Design dram_arbiter, sky130hd; sources not shown.
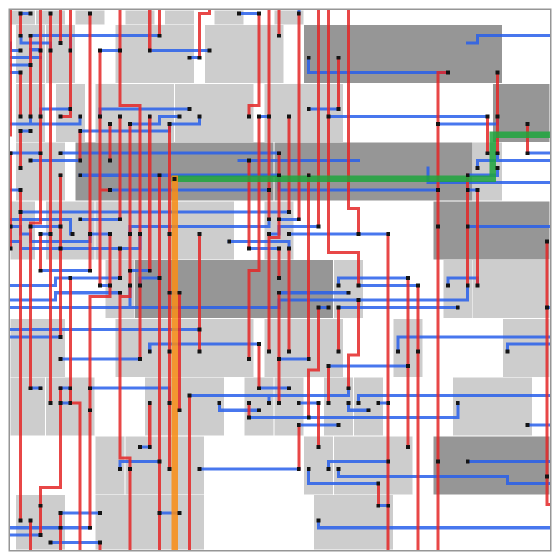
Figure 1: run 1, close-up of the layout.
Region (60, 60) to (85, 85) µm. Cells in gray, sequential cells in the stronger gray; small squares are vias.
[blue] met1
[orange] met4
[green] met3
[red] met2
most frequent: nand2_1 (15), clkdlybuf4s50_1 (8)
cells with their middle in the window: 44
sequential cells in the window: 6

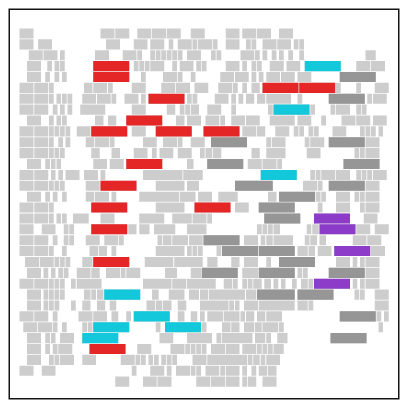
Figure 2: run 1, where the registers sit.
Drawn at 4 px/µm. Other sequential cells in the stronger gray, the rest of the logic in the fainter gray.
[purple] o_rvalid | sequential cells: 4 | where: middle right
[red] o_mem_addr | sequential cells: 16
[cyan] o_mem_wdata | sequential cells: 8
not colored: 22
fraction of standard cell area that is sequential: 23.5%
final core occ: 64.2%

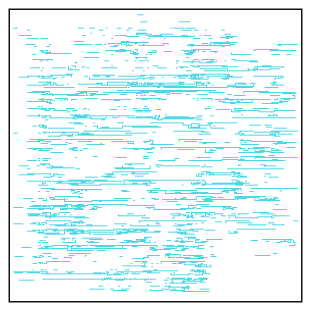
Figure 3: run 1, met1 routing.
Drawn at 3 px/µm.
nets with wire on the layer: 602
wire length on this layer: 4060 µm
vias: 3407
met1 Resource Use GR: 25.1%
total wirelength of the detailed-routed design: 9.93 mm

==> Table 3: Implementation characteristics, run 1 <==
Summary of implementation characteristics

Parameter                              Value

Synthesis
  Synth logic family .................. simple AND/OR/NAND/NOR gates
  Cell count listed in synth_stat.txt .................. 435
  Area of the mapped netlist .................. 3200 µm²
  Synthesized net count .................. 551

Run status
  Status .................. finished, final reports clean

Route
  Average wire per standard cell .................. 14.2 µm
  Number of design rule violations left after detail routing .................. 0
  Remaining antenna violation count .................. 0
  Detailed Route Iter0 Violations .................. 104

Timing
  Setup violators final .................. 0
  Unrepaired setup endpoints after global routing .................. true
  Least-Margin Pin Slew .................. 0.861 ns
  Final clock period utilization by the worst path .................. 90.4%
  Number of hold-slack violations in the final timing report .................. 0

Critical path
  Setup slack of the worst register-to-register path .................. 0.27 ns

Run
  Count of max-cap constraint violations .................. 0
  Number of logged tool warnings .................. 28

Floorplan
  Core Area .................. 8300 µm²
  Top-level I/O count .................. 157

Worst hold path
  Type of the worst min-delay path .................. input port to asynchronous set/reset pin

Clocking
  Clock tree from TritonCTS .................. built

Final layout
  Fraction of layout instances using a drive strength above 1 .................. 18.6%
run 1: layout make-up:
type | instances | share of cell area, %
Clock inverter | 1 | 0.0939
Tap cell | 105 | 2.47
Multi-Input combinational cell | 342 | 36.2
Timing Repair Buffer | 178 | 34.7
Sequential cell | 50 | 23.5
Clock buffer | 7 | 1.62
Inverter | 18 | 1.36
run 1: metal layers:
metal	part of all wire, %	wire length, µm	global-route usage, %	vias to the layer above
li1	-	-	-	1715
met1	41	4060	25.1	1557
met2	53	5250	38.0	131
met3	5.6	561	3.68	4
met4	0.53	53	3.68	0
met5	0	0	0	-
run 1: cells by family after synthesis:
| logic type | after synthesis |
|---|---|
| and+or+nand+nor | 330 |
| DFF | 50 |
| buffers and inverters | 44 |
| AOI/OAI and AO/OA | 8 |
| adders and majority gates | 2 |
| xor gates and xnor gates | 1 |
run 1: cell usage after synthesis (all sizes together):
cell	count
nand2	232
nand3	58
dfrtp	48
nand4	24
clkbuf	15
inv	15
buf	11
nor2	10
nor3	4
a21oi	3
clkinv	3
o21ai	3
dfstp	2
ha	2
a31oi	1
nand3b	1
nor4	1
o31ai	1
xnor2	1
run 1: timing repair:
item / in CTS / in global routing
hold endpoints to repair: 0 / 0
endpoints found under the setup margin: 33 / 33
hold buffers: 0 / 0
gates resized: 27 / 23
pin swaps: 13 / 26
cloned: 3 / 0
buffers inserted: 7 / 3
run 1: stage by stage:
| step | cell area, µm² | hold slack (ns) | setup slack [ns] |
|---|---|---|---|
| after floorplan | 3220 | 0.0669 | 0.309 |
| after global placement | 4830 | 0.393 | 0.106 |
| after detailed placement | 4830 | 0.403 | -0.00966 |
| after CTS | 5180 | 0.306 | 0.292 |
| after global routing | 5330 | 0.116 | 0.178 |
| final | 5330 | 0.0737 | 0.265 |
==> run 2: changes to the inputs <==
--- a/config.mk
+++ b/config.mk
@@ -11,8 +11,9 @@
 export DETAILED_ROUTE_END_ITERATION = 16
 export GPL_TIMING_DRIVEN = 1
 export PLACE_DENSITY = 0.77
+export REMOVE_ABC_BUFFERS = 1
 export SETUP_SLACK_MARGIN = 0.3
-export SLEW_MARGIN = 20
+export SLEW_MARGIN = 15
 export SYNTH_ARGS = -nofsm -noshare
 export SYNTH_HDL_FRONTEND = slang
 export SYNTH_SLANG_ARGS = --single-unit
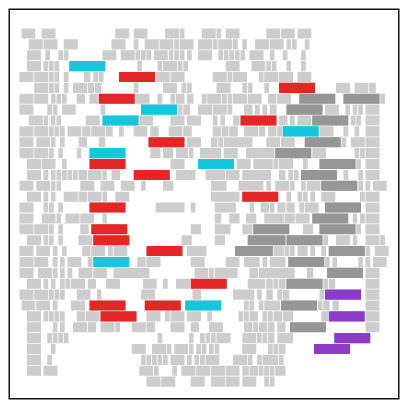
Figure 4: run 2, where the registers sit.
Drawn at 4 px/µm. Other sequential cells in the stronger gray, the rest of the logic in the fainter gray.
[red] o_mem_addr | sequential cells: 16
[cyan] o_mem_wdata | sequential cells: 8
[purple] o_rvalid | sequential cells: 4 | where: lower right
not colored: 22
flip-flop and latch area: 1250 µm²
final core occ: 62.0%
fraction of standard cell area that is sequential: 24.4%

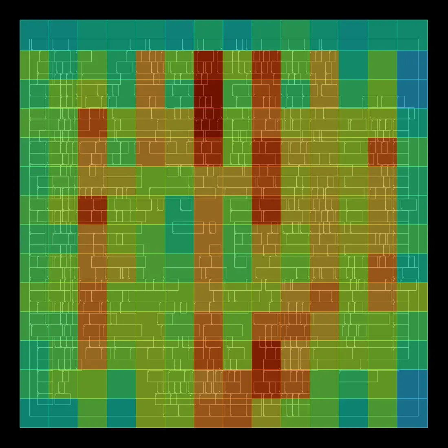
Figure 5: run 2, track usage over the die.
global-route total usage across every layer: 19.5%
GR Util met2: 36.9%

==> run 2 against run 1 <==
Compared with the run above: fmax fell by 1.6%; routed wire length down 5.7%; non-clock buffer count decreased by 1; count of clock-buffer cells in the layout fell by 2; flip-flop count unchanged; first-iteration DRC count decreased by 17%; setup slack worse by 0.039 ns; die size unchanged; critical endpoint is now o_mem_addr[1]$_DFFE_PN0P_.
==> Table 3: Implementation characteristics, run 2 <==
Summary of implementation characteristics

Parameter                              Value

Synthesis
  Number of synthesized flops with an enable pin .................. 0
  Most used standard cells in the synthesized netlist .................. nand2_1 (224), dfrtp_1 (48), nand3_2 (36)
  Cell count listed in synth_stat.txt .................. 435
  Most common cell in the synthesized netlist .................. nand2_1
  Area of the mapped netlist .................. 3200 µm²
  Post-synth area hogs .................. dfrtp_1 (38%), nand2_1 (26%), nand3_2 (11%), nand4_1 (4.7%), nand3_1 (3.3%)
  Share of flip-flops with an asynchronous set or reset .................. 100%

Critical path
  Setup slack of the worst register-to-register path .................. 0.23 ns

Run status
  Status .................. finished, final reports clean

Floorplan
  Top-level I/O count .................. 157
  Core Area .................. 8300 µm²
  Die boundary height .................. 97.0 µm

GRT
  First-pass GRT wire length .................. 15.3 mm
  Global route overflow .................. 0
  GR peak layer .................. met2
  Met1 Resource Use GR .................. 22.5%

Route
  Total wirelength of the detailed-routed design .................. 9.37 mm
  Remaining antenna violation count .................. 0
  Detailed Route Iter0 Violations .................. 86
  Number of design rule violations left after detail routing .................. 0
  Vias .................. 3407

Final layout
  Layout Cell Area excl Fill .................. 5140 µm²
  Fraction of layout instances using a drive strength above 1 .................. 17.2%
  Logic area .................. 1810 µm²

Timing
  Number of hold-slack violations in the final timing report .................. 0
  Least-Margin Pin Slew .................. 0.666 ns
  Setup violators final .................. 0
  Unrepaired setup endpoints after global routing .................. true

Clocking
  Number of hold buffers added after CTS .................. 0
  Clock tree from TritonCTS .................. built

Run
  Number of logged tool warnings .................. 27
  Count of max-cap constraint violations .................. 0

Placement
  Area post-placement .................. 4850 µm²

Worst hold path
  Type of the worst min-delay path .................. input port to asynchronous set/reset pin
==> run 2: cell type report <==
class	instances	share of cell area (%)
clock buffer	5	1.34
clock inverter	3	0.413
inverter	18	1.34
multi-input combinational	341	35.2
sequential	50	24.4
tap	105	2.55
timing repair buffer	177	34.8
==> run 2: worst max-delay path: stages (launching register included) <==
cell and delay (ns):
dfstp_2 0.57, ha_4 0.16, nor2_4 0.06, nand2_1 0.10
nand2_2 0.07, nand2_2 0.07, nand2_2 0.07, a31oi_2 0.12
nor2_1 0.07, ha_2 0.18, xnor2_2 0.20, buf_4 0.15
nand3_4 0.13, nand2_8 0.16, clkbuf_16 0.17, nand3_2 0.07
nand3_2 0.07
==> run 2: logic make-up after synthesis <==
| kind of cell | count (synthesis) | synth area share [%] |
|---|---|---|
| XOR/XNOR | 1 | 0.274 |
| buffers and inverters | 44 | 6.88 |
| AND/OR/NAND/NOR | 330 | 51.5 |
| AND-OR/OR-AND | 8 | 1.37 |
| adder cells (fa/ha/maj) | 2 | 0.782 |
| flip-flops | 50 | 39.2 |
==> run 2: through the flow <==
| step | hold slack (ns) | instances | setup slack (ns) |
|---|---|---|---|
| floorplan | 0.0669 | 409 | -1.92 |
| global placement | 0.355 | 683 | 0.0789 |
| detailed placement | 0.360 | 683 | -0.0159 |
| CTS | 0.0354 | 697 | 0.268 |
| global route | 0.0600 | 699 | 0.0948 |
| finish | 0.0213 | 699 | 0.226 |
==> run 2: repair_timing <==
item / in CTS / in global routing
setup endpoints to repair: 33 / 33
buffers inserted: 5 / 1
pin swaps: 2 / 8
gates resized: 16 / 10
cloned: 1 / 1
==> run 2: layer usage <==
layer	wire length, µm	up-vias
li1	-	1713
met1	3770	1545
met2	4790	134
met3	630	15
met4	172	0
met5	0	-
